===== src/rtl/multicycle_ctrl.sv =====
// Main control FSM for the multicycle RV32I core. Provides a ready-based memory
// handshake with a wait-cycle timeout, an optional M-extension wait path and precise traps.
module multicycle_ctrl #(
  parameter bit          ENABLE_M        = 1'b1,
  parameter bit          TRAP_ON_ILLEGAL = 1'b1,
  parameter int unsigned MEM_TIMEOUT     = 255
) (
  input  logic       clk,
  input  logic       rst,
  input  logic [6:0] opcode,
  input  logic [2:0] funct3,
  input  logic [6:0] funct7,
  input  logic       zero,
  input  logic       blt,
  input  logic       bge,
  input  logic       bltu,
  input  logic       bgeu,
  input  logic       mem_ready,
  input  logic       muldiv_done,
  output logic       PCWrite,
  output logic       IRWrite,
  output logic       RegWrite,
  output logic       MemWrite,
  output logic       AdrSrc,
  output logic [1:0] ResultSrc,
  output logic [1:0] ALUSrcA,
  output logic [1:0] ALUSrcB,
  output logic [1:0] alu_op,
  output logic       mem_req,
  output logic       muldiv_start,
  output logic       trap,
  output logic [1:0] trap_cause
);

  localparam int unsigned CNT_W = 16;

  localparam logic [6:0] OP_R     = 7'b0110011;
  localparam logic [6:0] OP_I     = 7'b0010011;
  localparam logic [6:0] OP_LUI   = 7'b0110111;
  localparam logic [6:0] OP_AUIPC = 7'b0010111;
  localparam logic [6:0] OP_LOAD  = 7'b0000011;
  localparam logic [6:0] OP_STORE = 7'b0100011;
  localparam logic [6:0] OP_BR    = 7'b1100011;
  localparam logic [6:0] OP_JAL   = 7'b1101111;
  localparam logic [6:0] OP_JALR  = 7'b1100111;

  localparam logic [1:0] CAUSE_ILL = 2'b00;
  localparam logic [1:0] CAUSE_IF  = 2'b01;
  localparam logic [1:0] CAUSE_LD  = 2'b10;
  localparam logic [1:0] CAUSE_ST  = 2'b11;

  typedef enum logic [3:0] {
    S_FETCH, S_DECODE, S_EXEC_R, S_EXEC_I, S_MULDIV, S_MD_WB, S_ALU_WB, S_MEM_ADDR,
    S_MEM_READ, S_MEM_WB, S_MEM_WRITE, S_BRANCH, S_JAL, S_JALR, S_LINK, S_TRAP
  } state_t;

  state_t           state, state_next;
  logic [CNT_W-1:0] wait_cnt, wait_cnt_next;
  logic [1:0]       cause_q, cause_next;
  logic             md_busy;
  logic             in_mem, tmo_hit, md_op, f7_legal, illegal, br_take;

  assign in_mem   = (state == S_FETCH) || (state == S_MEM_READ) || (state == S_MEM_WRITE);
  assign tmo_hit  = (MEM_TIMEOUT != 0) && in_mem && !mem_ready &&
                    (wait_cnt == CNT_W'(MEM_TIMEOUT));
  assign md_op    = ENABLE_M && (funct7 == 7'b0000001);
  assign f7_legal = (funct7 == 7'b0000000) || (funct7 == 7'b0100000) || md_op;
  assign trap_cause = cause_q;

  // Encodings that cannot be executed
  always_comb begin
    illegal = 1'b0;
    case (opcode)
      OP_R:    illegal = !f7_legal;
      OP_BR:   illegal = (funct3 == 3'b010) || (funct3 == 3'b011);
      OP_I, OP_LUI, OP_AUIPC, OP_LOAD, OP_STORE, OP_JAL, OP_JALR: illegal = 1'b0;
      default: illegal = 1'b1;
    endcase
  end

  always_comb begin
    br_take = 1'b0;
    case (funct3)
      3'b000:  br_take = zero;
      3'b001:  br_take = !zero;
      3'b100:  br_take = blt;
      3'b101:  br_take = bge;
      3'b110:  br_take = bltu;
      3'b111:  br_take = bgeu;
      default: br_take = 1'b0;
    endcase
  end

  always_ff @(posedge clk or negedge rst) begin
    if (!rst) begin
      state    <= S_FETCH;
      wait_cnt <= '0;
      cause_q  <= CAUSE_ILL;
      md_busy  <= 1'b0;
    end else begin
      state    <= state_next;
      wait_cnt <= wait_cnt_next;
      cause_q  <= cause_next;
      md_busy  <= (state == S_MULDIV);
    end
  end

  always_comb begin
    state_next    = state;
    cause_next    = cause_q;
    wait_cnt_next = wait_cnt;
    case (state)
      S_FETCH: begin
        if (mem_ready) state_next = S_DECODE;
        else if (tmo_hit) begin
          state_next = S_TRAP;
          cause_next = CAUSE_IF;
        end
      end
      S_DECODE: begin
        if (illegal) begin
          state_next = TRAP_ON_ILLEGAL ? S_TRAP : S_FETCH;
          if (TRAP_ON_ILLEGAL) cause_next = CAUSE_ILL;
        end else begin
          case (opcode)
            OP_R:             state_next = md_op ? S_MULDIV : S_EXEC_R;
            OP_I, OP_LUI:     state_next = S_EXEC_I;
            OP_LOAD, OP_STORE: state_next = S_MEM_ADDR;
            OP_BR:            state_next = S_BRANCH;
            OP_JAL:           state_next = S_JAL;
            OP_JALR:          state_next = S_JALR;
            OP_AUIPC:         state_next = S_ALU_WB;
            default:          state_next = S_FETCH;
          endcase
        end
      end
      S_EXEC_R, S_EXEC_I, S_JAL, S_LINK: state_next = (state == S_JAL || state == S_LINK ||
                                                       state == S_EXEC_R || state == S_EXEC_I)
                                                      ? S_ALU_WB : S_FETCH;
      S_MULDIV:   if (muldiv_done) state_next = S_MD_WB;
      S_MEM_ADDR: state_next = (opcode == OP_STORE) ? S_MEM_WRITE : S_MEM_READ;
      S_MEM_READ: begin
        if (mem_ready) state_next = S_MEM_WB;
        else if (tmo_hit) begin
          state_next = S_TRAP;
          cause_next = CAUSE_LD;
        end
      end
      S_MEM_WRITE: begin
        if (mem_ready) state_next = S_FETCH;
        else if (tmo_hit) begin
          state_next = S_TRAP;
          cause_next = CAUSE_ST;
        end
      end
      S_JALR:  state_next = S_LINK;
      default: state_next = S_FETCH;
    endcase
    // Counter restarts on every state change, so each request starts from zero
    if (state_next != state) wait_cnt_next = '0;
    else if (in_mem && !mem_ready) wait_cnt_next = wait_cnt + CNT_W'(1);
  end

  always_comb begin
    PCWrite      = 1'b0;
    IRWrite      = 1'b0;
    RegWrite     = 1'b0;
    MemWrite     = 1'b0;
    AdrSrc       = 1'b0;
    ResultSrc    = 2'b00;
    ALUSrcA      = 2'b00;
    ALUSrcB      = 2'b00;
    alu_op       = 2'b00;
    mem_req      = 1'b0;
    muldiv_start = 1'b0;
    trap         = 1'b0;
    case (state)
      S_FETCH: begin
        mem_req   = 1'b1;
        ALUSrcB   = 2'b10;
        ResultSrc = 2'b10;
        IRWrite   = mem_ready;
        PCWrite   = mem_ready;
      end
      S_DECODE: begin
        ALUSrcA = 2'b01;
        ALUSrcB = 2'b01;
      end
      S_EXEC_R: begin
        ALUSrcA = 2'b10;
        alu_op  = 2'b10;
      end
      S_EXEC_I: begin
        ALUSrcA = 2'b10;
        ALUSrcB = 2'b01;
        alu_op  = (opcode == OP_LUI) ? 2'b11 : 2'b10;
      end
      S_ALU_WB: RegWrite = 1'b1;
      S_MULDIV: muldiv_start = !md_busy;
      S_MD_WB: begin
        ResultSrc = 2'b11;
        RegWrite  = 1'b1;
      end
      S_MEM_ADDR: begin
        ALUSrcA = 2'b10;
        ALUSrcB = 2'b01;
      end
      S_MEM_READ: begin
        mem_req = 1'b1;
        AdrSrc  = 1'b1;
      end
      S_MEM_WB: begin
        ResultSrc = 2'b01;
        RegWrite  = 1'b1;
      end
      S_MEM_WRITE: begin
        mem_req  = 1'b1;
        AdrSrc   = 1'b1;
        MemWrite = !tmo_hit;
      end
      S_BRANCH: begin
        ALUSrcA = 2'b10;
        alu_op  = 2'b01;
        PCWrite = br_take;
      end
      S_JAL: begin
        PCWrite = 1'b1;
        ALUSrcA = 2'b01;
        ALUSrcB = 2'b10;
      end
      S_JALR: begin
        ALUSrcA   = 2'b10;
        ALUSrcB   = 2'b01;
        ResultSrc = 2'b10;
        PCWrite   = 1'b1;
      end
      S_LINK: begin
        ALUSrcA = 2'b01;
        ALUSrcB = 2'b10;
      end
      S_TRAP: begin
        trap    = 1'b1;
        PCWrite = 1'b1;
      end
      default: ;
    endcase
    // Enables and strobes are held off while reset is asserted
    if (!rst) begin
      PCWrite      = 1'b0;
      IRWrite      = 1'b0;
      RegWrite     = 1'b0;
      MemWrite     = 1'b0;
      mem_req      = 1'b0;
      muldiv_start = 1'b0;
      trap         = 1'b0;
    end
  end

endmodule


===== config.mk =====
export PLATFORM = sky130hd
export DESIGN_NAME = multicycle_ctrl
export DESIGN_NICKNAME = d
export VERILOG_FILES = /design/src/rtl/multicycle_ctrl.sv
export SDC_FILE = /design/constraint.sdc
export NUM_CORES = 1
export LEC_CHECK = 0
export ABC_AREA = 1
export CAP_MARGIN = 20
export CORE_MARGIN = 2
export CORE_UTILIZATION = 25
export CTS_BUF_LIST = sky130_fd_sc_hd__clkbuf_16
export DETAILED_ROUTE_END_ITERATION = 12
export HOLD_SLACK_MARGIN = 0.15
export SLEW_MARGIN = 20
export SYNTH_ARGS = -nofsm -noshare
export SYNTH_HDL_FRONTEND = slang
export SYNTH_SLANG_ARGS = --single-unit

===== constraint.sdc =====
create_clock -name clk -period 3.9 [get_ports clk]
set_clock_uncertainty 0.15 [all_clocks]
set_input_delay 0.39 -clock clk [delete_from_list [all_inputs] [get_ports clk]]
set_output_delay 0.39 -clock clk [all_outputs]
set_load 0.05 [all_outputs]

**Signal metal coverage by tile**

Bar = 20 µm. The die is cut into 19 by 19 equal tiles; dark blue is low, red is high, scaled to the fullest tile. Values are wire area over tile area, all layers added.
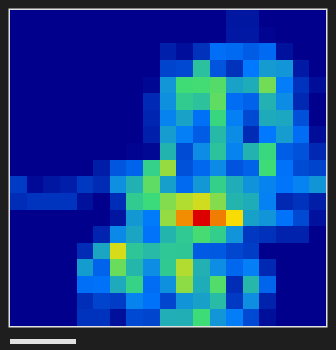
emptiest ninth of the die: north-west
fullest tile: 0.55
densest ninth of the die: south
mean over tiles: 0.089
GRT Resource Usage Total: 0.1250
via count: 2052
post-DR wirelength/cell: 11.50 µm

**Metal 1**

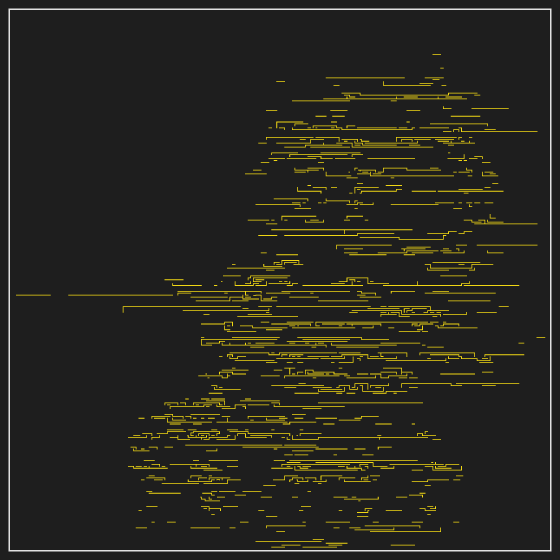
longest straight run: 25.3 µm
nets with wire on the layer: 344
share of all routed wire: 47%
main direction: horizontal
wire length on this layer: 2470 µm
fraction of met1 tracks used by global routing: 0.1649
Detailed Route WL: 5.246 mm

**Placed cells, one color a class**

Fill, decap, tap and diode cells in gray.
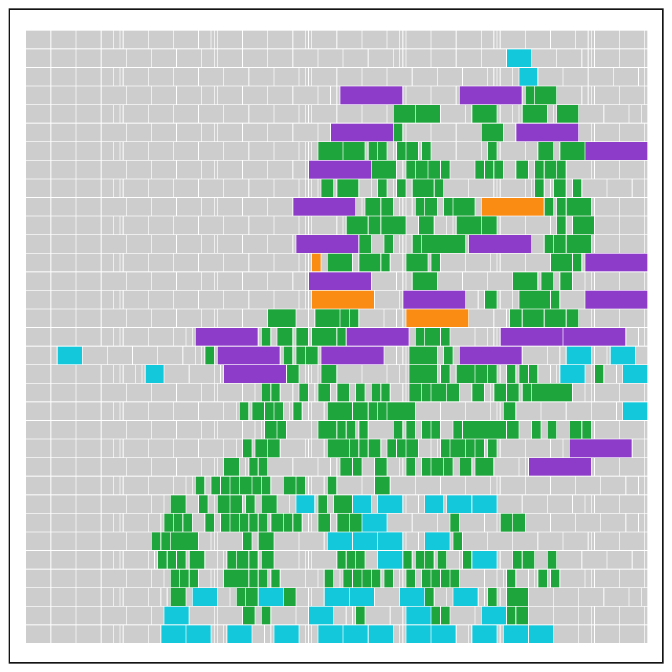
[registers] purple | cells: 23 | share of their area: 23%
[remaining buffers and delay cells] cyan | cells: 44 | share of their area: 17%
[remaining logic cells] green | cells: 280 | share of their area: 57%
[clock drivers and dummy loads] orange | cells: 4 | share of their area: 3.1%
final instance area: 0.002673 mm²
proportion of cell area occupied by registers: 0.2154
utilization after layout: 0.3269

**Clock nets**

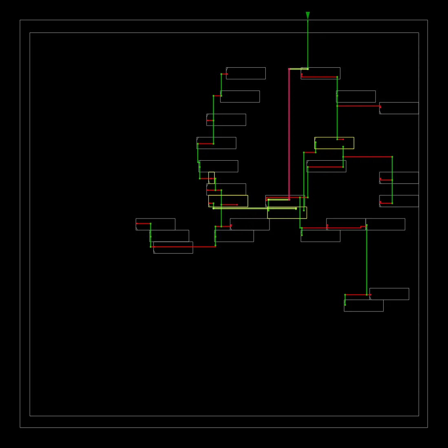
power attributed to the clock group: 0.218 mW
number of sequential cells in the layout: 23

==> notes.md <==
## Setup path
- **end of the worst register-to-register path** wait_cnt[1]
- **setup slack, reg-to-reg** 1250 ps
- **end point of the critical path** alu_op[0]
- **most numerous cell on the critical path** clkdlybuf4s50_1
- **cell family contributing the most delay on the critical path** buffers and inverters
- **CP Depth** 6
- **critical path required time** 3360 ps
- **critical path class** in -> out

## Logic synthesis
- **synthesized chip area reported by yosys** 0.002091 mm²
- **flip-flops with a built-in enable** 0
- **register share after synthesis** 0.2753
- **synthesis warning total** 0
- **yosys stat cell total** 308
- **post-synthesis average cell area** 6.788 µm²
- **top area contributor share** 0.2753
- **Adder Area Share** 0.005984
- **top cell type by instance count after synthesis** nand2_1
- **most used flip-flop cell** dfrtp_1
- **Simple-Gate Area Share** 0.4500
- **xor and xnor area share after synthesis** 0.06284
- **synthesis-stage register bit count** 23
- **number of distinct library cell variants in the gate-level netlist after synthesis** 33
- **largest cells by area after synthesis** dfrtp_1 28%, nand2_1 12%, nor2_1 7.9%, inv_1 7.0%, nand3_1 6.2%
- **Post-Synth AOI/OAI Area** 0.08677

## Timing
- **setup repair after global routing missed its margin** false
- **Least-Margin Pin Slew** 526.2 ps
- **timing-limited maximum frequency** 0.3387 GHz
- **final tally of setup violations** 0
- **fin worst setup slack** 947.8 ps
- **Worst Hold Margin** 344.1 ps
- **Slew Limit Fails** 0
- **Post-Route Setup TNS** 0 ps

## Floorplanning
- **tap cells** 105
- **area of the chip** 0.009111 mm²
- **Die Wd** 95.45 µm
- **Core Density at Floorplan** 0.2557
- **die height** 95.45 µm

## Clocking
- **Max Buffers Root-to-Sink** 2
- **number of clock buffers inserted by TritonCTS** 3
- **CTS root buffer** clkbuf_16
- **number of H-tree levels** 1
- **worst skew pair latency** 260 ps

## Layout
- **total of clock buffers placed in the layout** 3
- **footprint of the flip-flops and latches** 575.6 µm²
- **area occupied by multi-input gates** 0.001276 mm²
- **most frequent standard cell in the layout excluding fill and tap cells** nand2_1
- **area added between synthesis and finish** 27.83%
- **Largest register FFs** 16
- **number of multi-input combinational cells** 232
- **Comb area share** 0.4775

## Pwr
- **net switching power figure** 0.9016 mW
- **total design power** 1.614 mW
- **Pwr top** combinational logic
- **peak supply drop** 0.3339 mV
- **part of the total power dissipated in the clock network** 0.135
- **portion of total power attributed to sequential cells** 0.201

## Route
- **routed length on met3** 221 µm
- **Highest Signal Layer** met4
- **Pre-Repair DR Iteration Count** 4
- **number of nets with antenna violations after routing** 0
- **WL met1** 2.471 mm
- **DRC violations left** 0
- **DR WL met2** 2.523 mm
- **Avg Vias per Cell** 4.500

## Min path
- **Hold Path Class** reg -> reg
- **endpoint of the worst hold path** trap_cause[1]

## Placement
- **pre-CTS setup slack** 957.5 ps
- **Placer Congestion** 0.8572
- **Detail Placement HPWL** 4.352 mm

## Global route
- **met2 track demand over resource** 0.2171
- **busiest layer in global routing** met2
- **pin count of the biggest net entering global routing** 25
- **antenna violations before repair** 0

## Flow run
- **max cap viols** 0

## Run status
- **result of the run** complete, no violations

Power and IR drop assume default switching activity.
